## config.mk

```make
export PLATFORM = sky130hd
export DESIGN_NAME = mux_scan_sequencer_flat
export DESIGN_NICKNAME = d
export VERILOG_FILES = /design/src/rtl/mux_scan_sequencer_pkg.sv /design/src/rtl/mux_scan_sequencer_if.sv /design/src/rtl/mux_scan_sequencer_counter.sv /design/src/rtl/mux_scan_sequencer.sv /design/src/flat_wrapper.sv
export SDC_FILE = /design/constraint.sdc
export NUM_CORES = 1
export LEC_CHECK = 0
export CAP_MARGIN = 5
export CORE_MARGIN = 10
export CORE_UTILIZATION = 45
export CTS_BUF_LIST = sky130_fd_sc_hd__clkbuf_16
export CTS_CLUSTER_SIZE = 20
export DETAILED_ROUTE_END_ITERATION = 16
export GPL_TIMING_DRIVEN = 0
export PLACE_DENSITY_LB_ADDON = 0.05
export SYNTH_ARGS = -nofsm -noshare
export SYNTH_HDL_FRONTEND = slang
export SYNTH_HIERARCHICAL = 1
export SYNTH_SLANG_ARGS = --single-unit
```

## constraint.sdc

```tcl
create_clock -name clk -period 7.92 [get_ports clk]
set_input_delay 1.584 -clock clk [delete_from_list [all_inputs] [get_ports clk]]
set_output_delay 1.584 -clock clk [all_outputs]
set_load 0.02 [all_outputs]
```

## src/rtl/mux_scan_sequencer_pkg.sv

```systemverilog
// Shared types and reset values for the mux scan sequencer.
package mux_seq_pkg;

   localparam int SEL_W = 4;
   localparam int CNT_W = 16;

   typedef enum logic [1:0] {
      IDLE   = 2'd0,
      SETTLE = 2'd1,
      DWELL  = 2'd2
   } seq_state_t;

   // Scan configuration captured when a start is accepted.
   typedef struct packed {
      logic [SEL_W-1:0] first;
      logic [SEL_W-1:0] last;
      logic [CNT_W-1:0] settle;
      logic [CNT_W-1:0] dwell;
      logic             continuous;
   } mux_seq_cfg_t;

   localparam logic [SEL_W-1:0] RST_SEL      = '0;
   localparam logic             RST_TRISTATE = 1'b1;
   localparam logic             RST_FLAG     = 1'b0;

endpackage

```

## src/rtl/mux_scan_sequencer_if.sv

```systemverilog
// Control/status bundle between register decode (master) and the sequencer (slave).
interface mux_scan_sequencer_if #(
   parameter int SEL_WIDTH = 4,
   parameter int CNT_WIDTH = 16
);
   logic                 start;
   logic                 stop;
   logic [SEL_WIDTH-1:0] cfg_first;
   logic [SEL_WIDTH-1:0] cfg_last;
   logic [CNT_WIDTH-1:0] cfg_settle;
   logic [CNT_WIDTH-1:0] cfg_dwell;
   logic                 cfg_continuous;
   logic [SEL_WIDTH-1:0] sel;
   logic                 tristate;
   logic                 chan_valid;
   logic                 busy;
   logic                 done;
   logic                 cfg_err;

   modport master (
      output start, stop, cfg_first, cfg_last, cfg_settle, cfg_dwell, cfg_continuous,
      input  sel, tristate, chan_valid, busy, done, cfg_err
   );

   modport slave (
      input  start, stop, cfg_first, cfg_last, cfg_settle, cfg_dwell, cfg_continuous,
      output sel, tristate, chan_valid, busy, done, cfg_err
   );
endinterface

```

## src/rtl/mux_scan_sequencer_counter.sv

```systemverilog
// Loadable down-counter that times both the settle and the dwell intervals.
module interval_counter #(
   parameter int WIDTH = 16
) (
   input  logic             clk,
   input  logic             reset,
   input  logic             clear,
   input  logic             load,
   input  logic [WIDTH-1:0] load_val,
   output logic             zero
);

   logic [WIDTH-1:0] count_q;

   // Count down to zero and park there until reloaded.
   always_ff @(posedge clk or posedge reset) begin
      if (reset)
         count_q <= '0;
      else if (clear)
         count_q <= '0;
      else if (load)
         count_q <= load_val;
      else if (count_q != '0)
         count_q <= count_q - 1'b1;
   end

   assign zero = (count_q == '0);

endmodule

```

## src/rtl/mux_scan_sequencer.sv

```systemverilog
// Break-before-make scan sequencer for an N-input mux.
//
// state  | meaning
// IDLE   | mux disabled, waiting for start
// SETTLE | select applied, output still tristated while the mux settles
// DWELL  | channel driven, chan_valid high
module mux_scan_sequencer
   import mux_seq_pkg::*;
#(
   parameter int N_INPUTS  = 2,
   parameter int SEL_WIDTH = SEL_W,
   parameter int CNT_WIDTH = CNT_W
) (
   input  logic               clk,
   input  logic               reset,
   mux_scan_sequencer_if.slave bus
);

   localparam logic [SEL_WIDTH:0] N_LIMIT = N_INPUTS[SEL_WIDTH:0];

   seq_state_t           state_q, state_d;
   mux_seq_cfg_t         cfg_q, cfg_d;
   logic [SEL_WIDTH-1:0] sel_q, sel_d;
   logic                 tristate_q, chan_valid_q, busy_q, done_q, cfg_err_q;
   logic                 done_d, cfg_err_d;
   logic                 cnt_clear, cnt_load, cnt_zero;
   logic [CNT_WIDTH-1:0] cnt_val;
   logic                 cfg_bad;

   assign cfg_bad = (bus.cfg_first > bus.cfg_last) || ({1'b0, bus.cfg_last} >= N_LIMIT);

   interval_counter #(.WIDTH(CNT_WIDTH)) u_interval (
      .clk      (clk),
      .reset    (reset),
      .clear    (cnt_clear),
      .load     (cnt_load),
      .load_val (cnt_val),
      .zero     (cnt_zero)
   );

   // Next-state, select and counter-load decisions; stop overrides everything.
   always_comb begin
      state_d   = state_q;
      sel_d     = sel_q;
      cfg_d     = cfg_q;
      cnt_clear = 1'b0;
      cnt_load  = 1'b0;
      cnt_val   = '0;
      done_d    = 1'b0;
      cfg_err_d = 1'b0;
      if (bus.stop) begin
         state_d   = IDLE;
         cnt_clear = 1'b1;
      end else begin
         case (state_q)
            IDLE: begin
               if (bus.start) begin
                  if (cfg_bad) begin
                     cfg_err_d = 1'b1;
                  end else begin
                     cfg_d.first      = bus.cfg_first;
                     cfg_d.last       = bus.cfg_last;
                     cfg_d.settle     = bus.cfg_settle;
                     cfg_d.dwell      = bus.cfg_dwell;
                     cfg_d.continuous = bus.cfg_continuous;
                     sel_d            = bus.cfg_first;
                     state_d          = SETTLE;
                     cnt_load         = 1'b1;
                     cnt_val          = bus.cfg_settle;
                  end
               end
            end
            SETTLE: begin
               if (cnt_zero) begin
                  state_d  = DWELL;
                  cnt_load = 1'b1;
                  cnt_val  = cfg_q.dwell;
               end
            end
            DWELL: begin
               if (cnt_zero) begin
                  if (sel_q != cfg_q.last || cfg_q.continuous) begin
                     sel_d    = (sel_q != cfg_q.last) ? sel_q + 1'b1 : cfg_q.first;
                     state_d  = SETTLE;
                     cnt_load = 1'b1;
                     cnt_val  = cfg_q.settle;
                  end else begin
                     state_d = IDLE;
                     done_d  = 1'b1;
                  end
               end
            end
            default: state_d = IDLE;
         endcase
      end
   end

   // State, latched config and registered outputs derived from the next state.
   always_ff @(posedge clk or posedge reset) begin
      if (reset) begin
         state_q      <= IDLE;
         cfg_q        <= '0;
         sel_q        <= RST_SEL;
         tristate_q   <= RST_TRISTATE;
         chan_valid_q <= RST_FLAG;
         busy_q       <= RST_FLAG;
         done_q       <= RST_FLAG;
         cfg_err_q    <= RST_FLAG;
      end else begin
         state_q      <= state_d;
         cfg_q        <= cfg_d;
         sel_q        <= sel_d;
         tristate_q   <= (state_d != DWELL);
         chan_valid_q <= (state_d == DWELL);
         busy_q       <= (state_d != IDLE);
         done_q       <= done_d;
         cfg_err_q    <= cfg_err_d;
      end
   end

   assign bus.sel        = sel_q;
   assign bus.tristate   = tristate_q;
   assign bus.chan_valid = chan_valid_q;
   assign bus.busy       = busy_q;
   assign bus.done       = done_q;
   assign bus.cfg_err    = cfg_err_q;

endmodule

```

## src/flat_wrapper.sv

```systemverilog
// flat-port wrapper written by rule: the top's interface ports become plain ports
module mux_scan_sequencer_flat import mux_seq_pkg::*;
#(
   parameter int N_INPUTS  = 2,
   parameter int SEL_WIDTH = SEL_W,
   parameter int CNT_WIDTH = CNT_W
)
  (clk, reset, bus_start, bus_stop, bus_cfg_first, bus_cfg_last, bus_cfg_settle, bus_cfg_dwell, bus_cfg_continuous, bus_sel, bus_tristate, bus_chan_valid, bus_busy, bus_done, bus_cfg_err);
  mux_scan_sequencer_if #(.SEL_WIDTH(SEL_WIDTH), .CNT_WIDTH(CNT_WIDTH)) bus_i ();
  input  logic clk;
  input  logic reset;
  input wire logic [$bits(bus_i.start)-1:0] bus_start;
  input wire logic [$bits(bus_i.stop)-1:0] bus_stop;
  input wire logic [$bits(bus_i.cfg_first)-1:0] bus_cfg_first;
  input wire logic [$bits(bus_i.cfg_last)-1:0] bus_cfg_last;
  input wire logic [$bits(bus_i.cfg_settle)-1:0] bus_cfg_settle;
  input wire logic [$bits(bus_i.cfg_dwell)-1:0] bus_cfg_dwell;
  input wire logic [$bits(bus_i.cfg_continuous)-1:0] bus_cfg_continuous;
  output wire logic [$bits(bus_i.sel)-1:0] bus_sel;
  output wire logic [$bits(bus_i.tristate)-1:0] bus_tristate;
  output wire logic [$bits(bus_i.chan_valid)-1:0] bus_chan_valid;
  output wire logic [$bits(bus_i.busy)-1:0] bus_busy;
  output wire logic [$bits(bus_i.done)-1:0] bus_done;
  output wire logic [$bits(bus_i.cfg_err)-1:0] bus_cfg_err;
  assign bus_i.start = bus_start;
  assign bus_i.stop = bus_stop;
  assign bus_i.cfg_first = bus_cfg_first;
  assign bus_i.cfg_last = bus_cfg_last;
  assign bus_i.cfg_settle = bus_cfg_settle;
  assign bus_i.cfg_dwell = bus_cfg_dwell;
  assign bus_i.cfg_continuous = bus_cfg_continuous;
  assign bus_sel = bus_i.sel;
  assign bus_tristate = bus_i.tristate;
  assign bus_chan_valid = bus_i.chan_valid;
  assign bus_busy = bus_i.busy;
  assign bus_done = bus_i.done;
  assign bus_cfg_err = bus_i.cfg_err;
  mux_scan_sequencer #(.N_INPUTS(N_INPUTS), .SEL_WIDTH(SEL_WIDTH), .CNT_WIDTH(CNT_WIDTH)) u_core (.clk(clk), .reset(reset), .bus(bus_i));
endmodule
```

==> reports/metrics.yaml <==
clock_network:
  htreeDepth: 3
  clk_pin_slew_worst_paths_ps: 60
global_routing:
  grt_pass1_wl_um: 15400
setup_path:
  cp_max_fo: 10
  worst_setup_path_end_kind: "register"
  arrival_ps: 5570
  critical_path.endpoint: "u_core/u_interval/count_q[0]"
finish:
  syn_to_final_growth_pct: 26.5
  comb_area_um2: 1870
  nMultiInputCombCells: 229
  signal_buffers: 71
timing:
  tightest_slew_ps: 1070
  holdWs_ps: 477
  max_freq_mhz: 186
  post-route-min-period_ps: 5370
die:
  core_area_um2: 8180
placed_design:
  dpl.cell_count: 489
routing:
  wl_met1_um: 4690
  dr.pass1.iters: 4
  drt_iter0_markers: 123
  wl_met2_um: 4060
synthesis:
  ys_cells: 331
  adder_share_pct: 2.00
  synth-edff-count: 0
outcome:
  status: "finished, final reports clean"
worst_hold_path:
  hold_depth: 1
cells by family after synthesis:
| group | Yosys count |
|---|---|
| multiplexers | 23 |
| flip-flops | 68 |
| buffers and inverters | 34 |
| adder cells (fa/ha/maj) | 6 |
| AND/OR/NAND/NOR | 111 |
| AND-OR/OR-AND | 73 |
| XOR/XNOR | 16 |
flip-flops by register name (all words and copies together) (netlist names):
register / cells
u_core/cfg_q: 41
u_core/u_interval/count_q: 16
u_core/bus.sel: 4
u_core/state_q: 2
u_core/bus.busy: 1
u_core/bus.cfg_err: 1
u_core/bus.chan_valid: 1
u_core/bus.done: 1
u_core/bus.tristate: 1
Local utilization:
The bar under the picture is 20 um long. The die is cut into 11 by 11 equal tiles; white is low, dark blue is high, 0 to 100% covered.
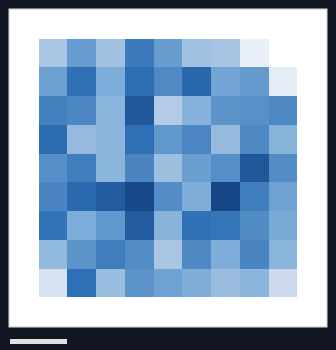
The densest ninth of the die: middle. 7.4% of the tiles are over 75% full. 34% of the tiles are nearly empty.
Final Core Density: 58.1%
fp util: 45.9%

Port wiring:
The bar under the picture is 20 um long.
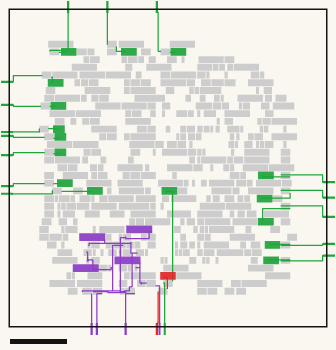
Purple stands for bus_sel, bits 4, direction output, end cells 4, buffers 4, wire 203 um. Red stands for bus_cfg_continuous, bits 1, direction input, end cells 1, buffers 1, wire 17.5 um. Green stands for bus_cfg_dwell, bits 16, direction input, end cells 16, buffers 16, wire 360 um.
Buffers on Ports: 52
num ports: 54

Cell placement:
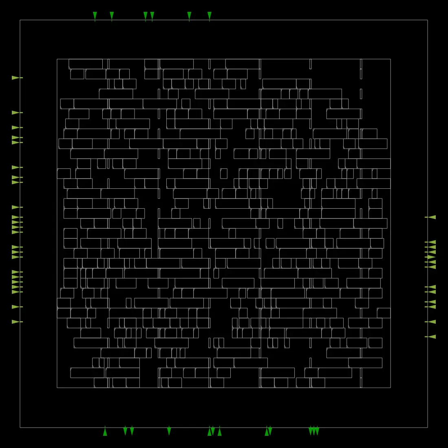
registers: 68
FILL cells: 688
flop share of the area: 35.9%
Tapcells: 105
Finished Layout Cells: 505

